### The metal 1 layer

The bar under the picture is 50 um long. Cells faint in the background.
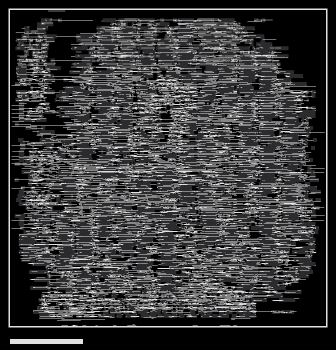
### Signal wires on met2

Cells faint in the background.
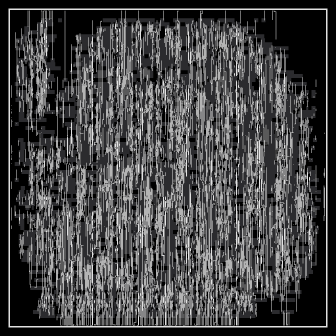
### Met3 routing

The bar under the picture is 50 um long. Cells faint in the background.
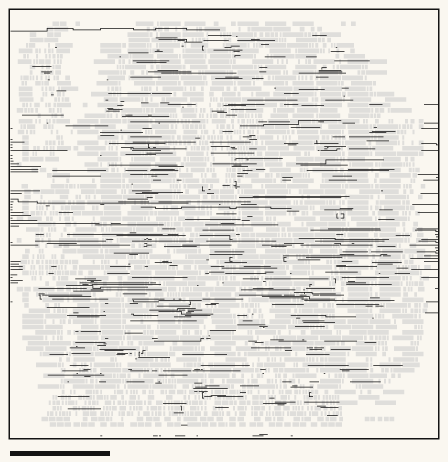
<file path="src/rtl/uvmt_cvmcu_probe_arbiter.sv">
`default_nettype none
// ============================================================================
// Module   : uvmt_cvmcu_probe_arbiter
// Brief    : Round-robin arbiter sharing one probe capture channel between
//            N_REQ probe groups, with timestamping and a drain FIFO.
// Revision : 1.0 - initial release
// ============================================================================
module uvmt_cvmcu_probe_arbiter #(
    parameter  int N_REQ  = 4,
    parameter  int DATA_W = 32,
    parameter  int DEPTH  = 8,
    parameter  int TS_W   = 32,
    localparam int SRC_W  = $clog2(N_REQ),
    localparam int LVL_W  = $clog2(DEPTH) + 1
) (
    input  logic                    clk,
    input  logic                    reset_n,
    input  logic                    enable_i,
    input  logic [N_REQ-1:0]        req_i,
    input  logic [N_REQ*DATA_W-1:0] data_i,
    output logic [N_REQ-1:0]        gnt_o,
    output logic                    out_valid_o,
    input  logic                    out_ready_i,
    output logic [DATA_W-1:0]       out_data_o,
    output logic [SRC_W-1:0]        out_src_o,
    output logic [TS_W-1:0]         out_ts_o,
    output logic [LVL_W-1:0]        level_o,
    output logic [15:0]             stall_cnt_o
);

    localparam int                PTR_W   = $clog2(DEPTH);
    localparam logic [SRC_W:0]    c_n_req = (SRC_W+1)'(N_REQ);
    localparam logic [LVL_W-1:0]  c_depth = LVL_W'(DEPTH);

    logic [PTR_W-1:0]  r_wr_ptr;
    logic [PTR_W-1:0]  r_rd_ptr;
    logic [LVL_W-1:0]  r_level;
    logic [SRC_W-1:0]  r_rr_ptr;
    logic [TS_W-1:0]   r_ts;
    logic [15:0]       r_stall;

    logic [DATA_W-1:0] r_mem_data [DEPTH];
    logic [SRC_W-1:0]  r_mem_src  [DEPTH];
    logic [TS_W-1:0]   r_mem_ts   [DEPTH];

    logic [DATA_W-1:0] w_data_arr [N_REQ];
    logic              w_can_grant;
    logic              w_found;
    logic [SRC_W:0]    w_probe;
    logic [SRC_W-1:0]  w_gnt_idx;
    logic [SRC_W-1:0]  w_rr_next;
    logic              w_push;
    logic              w_pop;
    logic              w_stall_evt;

    generate
        for (genvar k = 0; k < N_REQ; k++) begin : g_unpack
            assign w_data_arr[k] = data_i[k*DATA_W +: DATA_W];
        end
    endgenerate

    // Fullness uses the registered level only, so a same-cycle pop never
    // opens a slot for the grant in that cycle.
    always_comb begin
        w_can_grant = enable_i && (r_level < c_depth);
        w_found     = 1'b0;
        w_gnt_idx   = '0;
        w_probe     = '0;
        for (int i = 0; i < N_REQ; i++) begin
            w_probe = {1'b0, r_rr_ptr} + (SRC_W+1)'(i);
            if (w_probe >= c_n_req) begin
                w_probe = w_probe - c_n_req;
            end
            if (!w_found && req_i[w_probe[SRC_W-1:0]]) begin
                w_found   = 1'b1;
                w_gnt_idx = w_probe[SRC_W-1:0];
            end
        end
        w_push    = reset_n && w_can_grant && w_found;
        w_rr_next = (w_gnt_idx == SRC_W'(N_REQ-1)) ? '0 : w_gnt_idx + SRC_W'(1);
    end

    assign gnt_o       = w_push ? (N_REQ'(1) << w_gnt_idx) : '0;
    assign out_valid_o = (r_level != '0);
    assign w_pop       = out_valid_o && out_ready_i;
    assign w_stall_evt = (|req_i) && enable_i && (r_level == c_depth);

    always_ff @(posedge clk) begin
        if (!reset_n) begin
            r_wr_ptr <= '0;
            r_rd_ptr <= '0;
            r_level  <= '0;
            r_rr_ptr <= '0;
            r_ts     <= '0;
            r_stall  <= '0;
        end else begin
            r_ts <= r_ts + TS_W'(1);
            if (w_push) begin
                r_wr_ptr <= r_wr_ptr + PTR_W'(1);
                r_rr_ptr <= w_rr_next;
            end
            if (w_pop) begin
                r_rd_ptr <= r_rd_ptr + PTR_W'(1);
            end
            case ({w_push, w_pop})
                2'b10:   r_level <= r_level + LVL_W'(1);
                2'b01:   r_level <= r_level - LVL_W'(1);
                default: r_level <= r_level;
            endcase
            if (w_stall_evt && (r_stall != 16'hFFFF)) begin
                r_stall <= r_stall + 16'd1;
            end
        end
    end

    // Storage carries no reset; contents are meaningless while level is 0.
    always_ff @(posedge clk) begin
        if (w_push) begin
            r_mem_data[r_wr_ptr] <= w_data_arr[w_gnt_idx];
            r_mem_src[r_wr_ptr]  <= w_gnt_idx;
            r_mem_ts[r_wr_ptr]   <= r_ts;
        end
    end

    assign out_data_o  = r_mem_data[r_rd_ptr];
    assign out_src_o   = r_mem_src[r_rd_ptr];
    assign out_ts_o    = r_mem_ts[r_rd_ptr];
    assign level_o     = r_level;
    assign stall_cnt_o = r_stall;

endmodule
`default_nettype wire

</file>
<file path="config.mk">
export PLATFORM = sky130hd
export DESIGN_NAME = uvmt_cvmcu_probe_arbiter
export DESIGN_NICKNAME = d
export VERILOG_FILES = /design/src/rtl/uvmt_cvmcu_probe_arbiter.sv
export SDC_FILE = /design/constraint.sdc
export NUM_CORES = 1
export LEC_CHECK = 0
export ABC_AREA = 1
export ABC_CLOCK_PERIOD_IN_PS = 5300
export CORE_MARGIN = 3
export CORE_UTILIZATION = 58
export CTS_CLUSTER_SIZE = 8
export DETAILED_ROUTE_END_ITERATION = 7
export PLACE_DENSITY = 0.8
export SLEW_MARGIN = 20
export SYNTH_ARGS = -nofsm -noshare
export SYNTH_HDL_FRONTEND = slang
export SYNTH_SLANG_ARGS = --single-unit
</file>
<file path="constraint.sdc">
create_clock -name clk -period 5.3 [get_ports clk]
set_input_delay 1.06 -clock clk [delete_from_list [all_inputs] [get_ports clk]]
set_output_delay 1.06 -clock clk [all_outputs]
set_load 0.1 [all_outputs]
</file>
==> results.txt <==
yosys + openroad results -> Cell Count, Final, Fillers Out 3216, Inserted Clock Buffers 83, largest area contributor in the netlist edfxtp_1, share of cells above drive strength 1 0.08832, Clock power frac 0.266, kind of cell adding the most delay to the critical path buffers and inverters, DRT Pass-1 Iters 5, clk tree area frac 0.07703, Routed met1 length 25340 um, simple share 0.1663, CTS resizes 0, Crit-path slowest cell inv_6, WL met2 31370 um, worst min-delay path startpoint r_rd_ptr[2], Initial DRC Count 2016, R2R Setup Slk 2.46 ns, first-pass GRT wire length 99600 um, TritonCTS clock tree yes, nature of the critical path startpoint flip-flop, CP dominant cell by count buf_4, clkbuf count 125, status finished clean, mux frac, synth 0, Clock Tree Buf Depth 3, Comb pwr share 0.398, Top non-seq family simple AND/OR/NAND/NOR gates, Mapped Cells 2388, slew of the pin with the lowest slew margin 0.9884 ns, GRT Max-Usage Layer met2, Final Instance Area 30360 um2, largest net degree at the start of global routing 143, crit path cell chain inv_6 -> buf_4 -> o21ai_0 -> o22ai_1 -> nor2_1 -> a31oi_1 -> buf_4, Signal buffers 265, setup_tns 0 ns
-- 'The metal 1 layer' (at the start) --
- longest straight run: 55.2 um
- share of all routed wire: 39%
- nets with wire on the layer: 2554
- wire length on this layer: 25.3 mm
M1 GR Usage: 0.3581
DR vias: 19100
WL final: 64320 um

-- 'Signal wires on met2' (at the start) --
- nets with wire on the layer: 2223
- wire length on this layer: 31.4 mm
- main direction: vertical

-- 'Met3 routing' (at the start) --
- main direction: horizontal
- wire length on this layer: 5610 um
- nets with wire on the layer: 282
met3 Use GR: 0.04477

Power figures rest on the tool's default switching activity, not on a simulated workload.
